--- config.mk ---
export PLATFORM = sky130hd
export DESIGN_NAME = ddr5_phy_crc_gen
export DESIGN_NICKNAME = d
export VERILOG_FILES = /design/src/rtl/ddr5_phy_crc_gen.sv
export SDC_FILE = /design/constraint.sdc
export NUM_CORES = 1
export LEC_CHECK = 0
export CORE_AREA = 2 2 67 57
export DETAILED_ROUTE_END_ITERATION = 10
export DIE_AREA = 0 0 69 59
export HOLD_SLACK_MARGIN = 0.03
export PLACE_DENSITY_LB_ADDON = 0.12
export SYNTH_ARGS = -nofsm -noshare
export SYNTH_HDL_FRONTEND = slang
export SYNTH_SLANG_ARGS = --single-unit
export TNS_END_PERCENT = 100
--- constraint.sdc ---
create_clock -name clk_i -period 2.9 [get_ports clk_i]
set_input_delay 0.58 -clock clk_i [delete_from_list [all_inputs] [get_ports clk_i]]
set_output_delay 0.58 -clock clk_i [all_outputs]
set_load 0.02 [all_outputs]
--- src/rtl/ddr5_phy_crc_gen.sv ---
// ddr5_phy_crc_gen
// Parametrised DDR5 write-CRC generator. Computes CRC-8 (poly 0x07, no
// reflection, no final XOR) independently on NUM_CH channels over a frame of
// BEATS accepted data words. Each word is DATA_W bits per channel and is
// folded in with a single-cycle parallel step, MSB first. Frames can run back
// to back. The completed CRC is registered and held, and a one-cycle valid
// pulse marks each update.
//
// Ports
//   clk_i      : clock, rising edge
//   rst_i      : asynchronous active-low reset
//   clr_i      : synchronous frame abort (drops partial frame, ignores data_i)
//   en_i       : beat valid; data_i consumed when en_i=1 and clr_i=0
//   data_i     : beat data, channel k at [k*DATA_W +: DATA_W]
//   crc_o      : last completed CRC, channel k at [k*8 +: 8]
//   crc_vld_o  : one-cycle pulse, crc_o updated this cycle
//   busy_o     : frame partially accumulated
//   beat_cnt_o : beats accepted in the current frame
module ddr5_phy_crc_gen #(
  parameter int         NUM_CH   = 1,
  parameter int         DATA_W   = 8,
  parameter int         BEATS    = 8,
  parameter logic [7:0] CRC_INIT = 8'h00,
  localparam int        CNT_W    = $clog2(BEATS + 1)
) (
  input  logic                       clk_i,
  input  logic                       rst_i,
  input  logic                       clr_i,
  input  logic                       en_i,
  input  logic [NUM_CH*DATA_W-1:0]   data_i,
  output logic [NUM_CH*8-1:0]        crc_o,
  output logic                       crc_vld_o,
  output logic                       busy_o,
  output logic [CNT_W-1:0]           beat_cnt_o
);

  localparam logic [NUM_CH*8-1:0] ACC_INIT = {NUM_CH{CRC_INIT}};
  localparam logic [CNT_W-1:0]    LAST_CNT = CNT_W'(BEATS - 1);

  logic [NUM_CH*8-1:0] acc_q, acc_d;
  logic [NUM_CH*8-1:0] crc_q, crc_d;
  logic [NUM_CH*8-1:0] acc_nxt;
  logic [CNT_W-1:0]    cnt_q, cnt_d;
  logic                vld_q, vld_d;
  logic                last_beat;

  // Unrolled serial CRC: the loop collapses into an XOR network that folds a
  // whole DATA_W-bit slice into the register in one cycle.
  function automatic logic [7:0] crc_step(input logic [7:0] crc_in,
                                          input logic [DATA_W-1:0] din);
    logic [7:0] c;
    logic       fb;
    c = crc_in;
    for (int i = DATA_W - 1; i >= 0; i--) begin
      fb = din[i] ^ c[7];
      c  = {c[6:0], 1'b0} ^ ({8{fb}} & 8'h07);
    end
    return c;
  endfunction

  always_comb begin
    acc_nxt = '0;
    for (int k = 0; k < NUM_CH; k++) begin
      acc_nxt[k*8 +: 8] = crc_step(acc_q[k*8 +: 8], data_i[k*DATA_W +: DATA_W]);
    end
  end

  assign last_beat = (cnt_q == LAST_CNT);

  always_comb begin
    acc_d = acc_q;
    cnt_d = cnt_q;
    crc_d = crc_q;
    vld_d = 1'b0;
    if (clr_i) begin
      // Abort wins over a coinciding completion: crc_q keeps its old value.
      acc_d = ACC_INIT;
      cnt_d = '0;
    end else if (en_i) begin
      if (last_beat) begin
        crc_d = acc_nxt;
        vld_d = 1'b1;
        acc_d = ACC_INIT;
        cnt_d = '0;
      end else begin
        acc_d = acc_nxt;
        cnt_d = cnt_q + CNT_W'(1);
      end
    end
  end

  always_ff @(posedge clk_i or negedge rst_i) begin
    if (!rst_i) begin
      acc_q <= ACC_INIT;
      cnt_q <= '0;
      crc_q <= '0;
      vld_q <= 1'b0;
    end else begin
      acc_q <= acc_d;
      cnt_q <= cnt_d;
      crc_q <= crc_d;
      vld_q <= vld_d;
    end
  end

  assign crc_o      = crc_q;
  assign crc_vld_o  = vld_q;
  assign beat_cnt_o = cnt_q;
  assign busy_o     = (cnt_q != '0);

endmodule

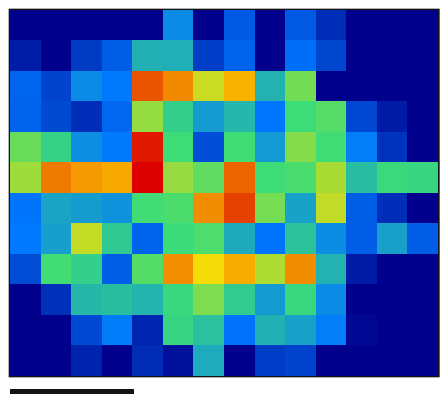
(routed metal per tile)
Scale bar: 20 microns. The die is cut into 14 by 12 equal tiles; dark blue is low, red is high, scaled to the fullest tile. Values are wire area over tile area, all layers added.
24% of the tiles are nearly empty. 24% of the tiles are over half the peak. The mean over all tiles is 0.090. The fullest tile reaches 0.30.

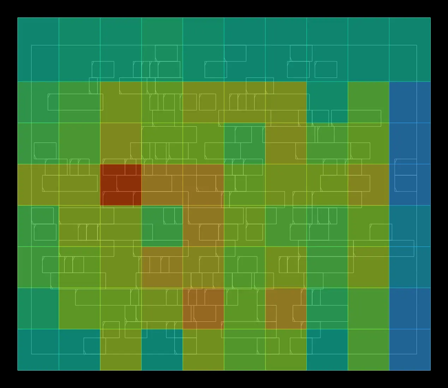
(routing congestion map)
post-layout util: 45.2%
Overall Global Routing Usage: 13.1%
GRT busiest layer: met1
Wirelength per Cell: 13.6 microns
met2 GRT Util: 18.0%

==> impl_metrics.csv <==
group,metric,value,unit
outcome,run_status,"completed",
logic_synthesis,synth_warnings,0,
clock_network,clock_sinks,21,
place,placed_area,1460,sq um
worst_setup_path,startpoint_type,"register",
pwr,leakagePower,0.640,nW
timing,rsz0062_at_grt,"false",
pwr,p_sw,0.414,mW
logic_synthesis,syn_area_per_cell,11.1,sq um
worst_setup_path,crit_arrival,1.60,ns
detailed_routing,drt_wl_total,2380,microns
final_layout,area_growth,31.8,%
final_layout,final_cell_area,1500,sq um
timing,max_freq,459,MHz
detailed_routing,drc_errors,0,
global_routing,grt_pass1_wl,4160,microns
floorplan,fp_util,34.3,%
timing,setup_viol,0,
place,gp_congestion,0.735,
clock_network,htree_levels,1,
timing,setup_tns,0,ns
timing,fin_crit,2.18,ns
clock_network,ctsHoldBuffers,0,
clock_network,cts_resized,0,
floorplan,fp.dieH,59,microns
detailed_routing,antenna_left,0,
clock_network,cts-root-buf,"clkbuf_8",
min_path,hp-start,"acc_q[3]",
worst_setup_path,crit_path_end_kind,"primary output",
flow_run,warnings,27,
pwr,comb_power_share,50.7,%
logic_synthesis,async_flop_share,100,%
global_routing,grt_antenna_before_repair,0,
-- metal layers --
| layer | routed length [microns] | up-vias | track usage, % |
|---|---|---|---|
| li1 | - | 401 | - |
| met1 | 1240 | 396 | 20.3 |
| met2 | 1030 | 14 | 18.0 |
| met3 | 91 | 2 | 3.57 |
| met4 | 18 | 0 | 3.36 |
| met5 | 0 | - | 0 |
-- registers in the layout (all words and copies together), names as in the netlist --
signal and cells:
acc_q 8, crc_o 8, beat_cnt_o 4, crc_vld_o 1
-- power by group through the flow --
stage	Clock, mW	Combinational [mW]	Sequential (mW)
final	0.197	0.598	0.386
after global routing	0.216	0.665	0.394
after CTS	0.203	0.607	0.387
after detailed placement	0	0.601	0.393
after global placement	0	0.596	0.390
after floorplan	0	0.472	0.389
-- placed cells by master, fill, tap and decap left out, drive strengths merged, types with 2 or more instances in the layout --
master,n
a21oi,8
buf,3
clkbuf,3
clkdlybuf4s50,25
dfrtp,21
ha,2
inv,3
nand2,10
nand3b,2
nor2,12
o21ai,9
xnor2,20
xnor3,3
xor2,2
-- cells by family (layout without fill, tap and decap cells) --
family	Yosys count	count (layout)	share of synthesized area (%)
multiplexers	1	1	0.877
adder cells (fa/ha/maj)	2	2	2.19
flip-flops	21	21	46.1
buffers and inverters	5	35	1.97
AND/OR/NAND/NOR	28	28	12.3
AND-OR/OR-AND	20	20	9.43
XOR/XNOR	26	26	27.2
-- worst reg2reg max path, delay by kind of cell (launching register included) --
| kind | cells | cell delay (ns) |
|---|---|---|
| compound gates | 1 | 0.17 |
| flops | 1 | 0.45 |
| simple gates | 1 | 0.15 |
| xor+xnor | 2 | 0.77 |
-- worst max-delay path by stage --
stage | end | cells after the start | start
6_report | busy_o | 4 | beat_cnt_o[0]
5_1_grt | busy_o | 4 | beat_cnt_o[0]
4_1_cts | busy_o | 4 | beat_cnt_o[0]
3_5_place_dp | acc_q[2] | 5 | data_i[6]
3_3_place_gp | acc_q[2] | 5 | data_i[6]
2_1_floorplan | acc_q[2] | 4 | data_i[6]
-- cell type report --
cell class / instances / area (sq um) / area share (%)
Sequential cell: 21 / 526 / 34.9
Clock buffer: 3 / 41.3 / 2.75
Multi-Input combinational cell: 77 / 593 / 39.4
Clock inverter: 1 / 7.51 / 0.499
Tap cell: 42 / 52.6 / 3.49
Timing Repair Buffer: 28 / 273 / 18.1
Inverter: 3 / 11.3 / 0.749
-- through the flow --
stage                     util [%]  instances  hold WS (ns)  setup WS (ns)
after CTS                     45.2        175         0.515          0.703
after floorplan                  -        103         0.284           1.28
after global placement        43.7        171         0.487          0.659
after global routing          45.2        175         0.538          0.619
final                         45.2        175         0.507          0.719
after detailed placement      43.7        171         0.496          0.635
-- cells in the mapped netlist, types with 2 or more instances --
cell type  count  area share [%]
inv_1          3            0.99
nand2_1       10             3.3
xnor3_1        3             5.9
nand3b_1       2             1.3
xnor2_1       18              14
dfrtp_1       21              46
o21ai_0        9             3.9
ha_1           2             2.2
nor2_1        12             3.9
xor2_1         2             1.5
a21oi_1        8             3.5
No activity file was given, so power comes from the tool's default toggle rates.
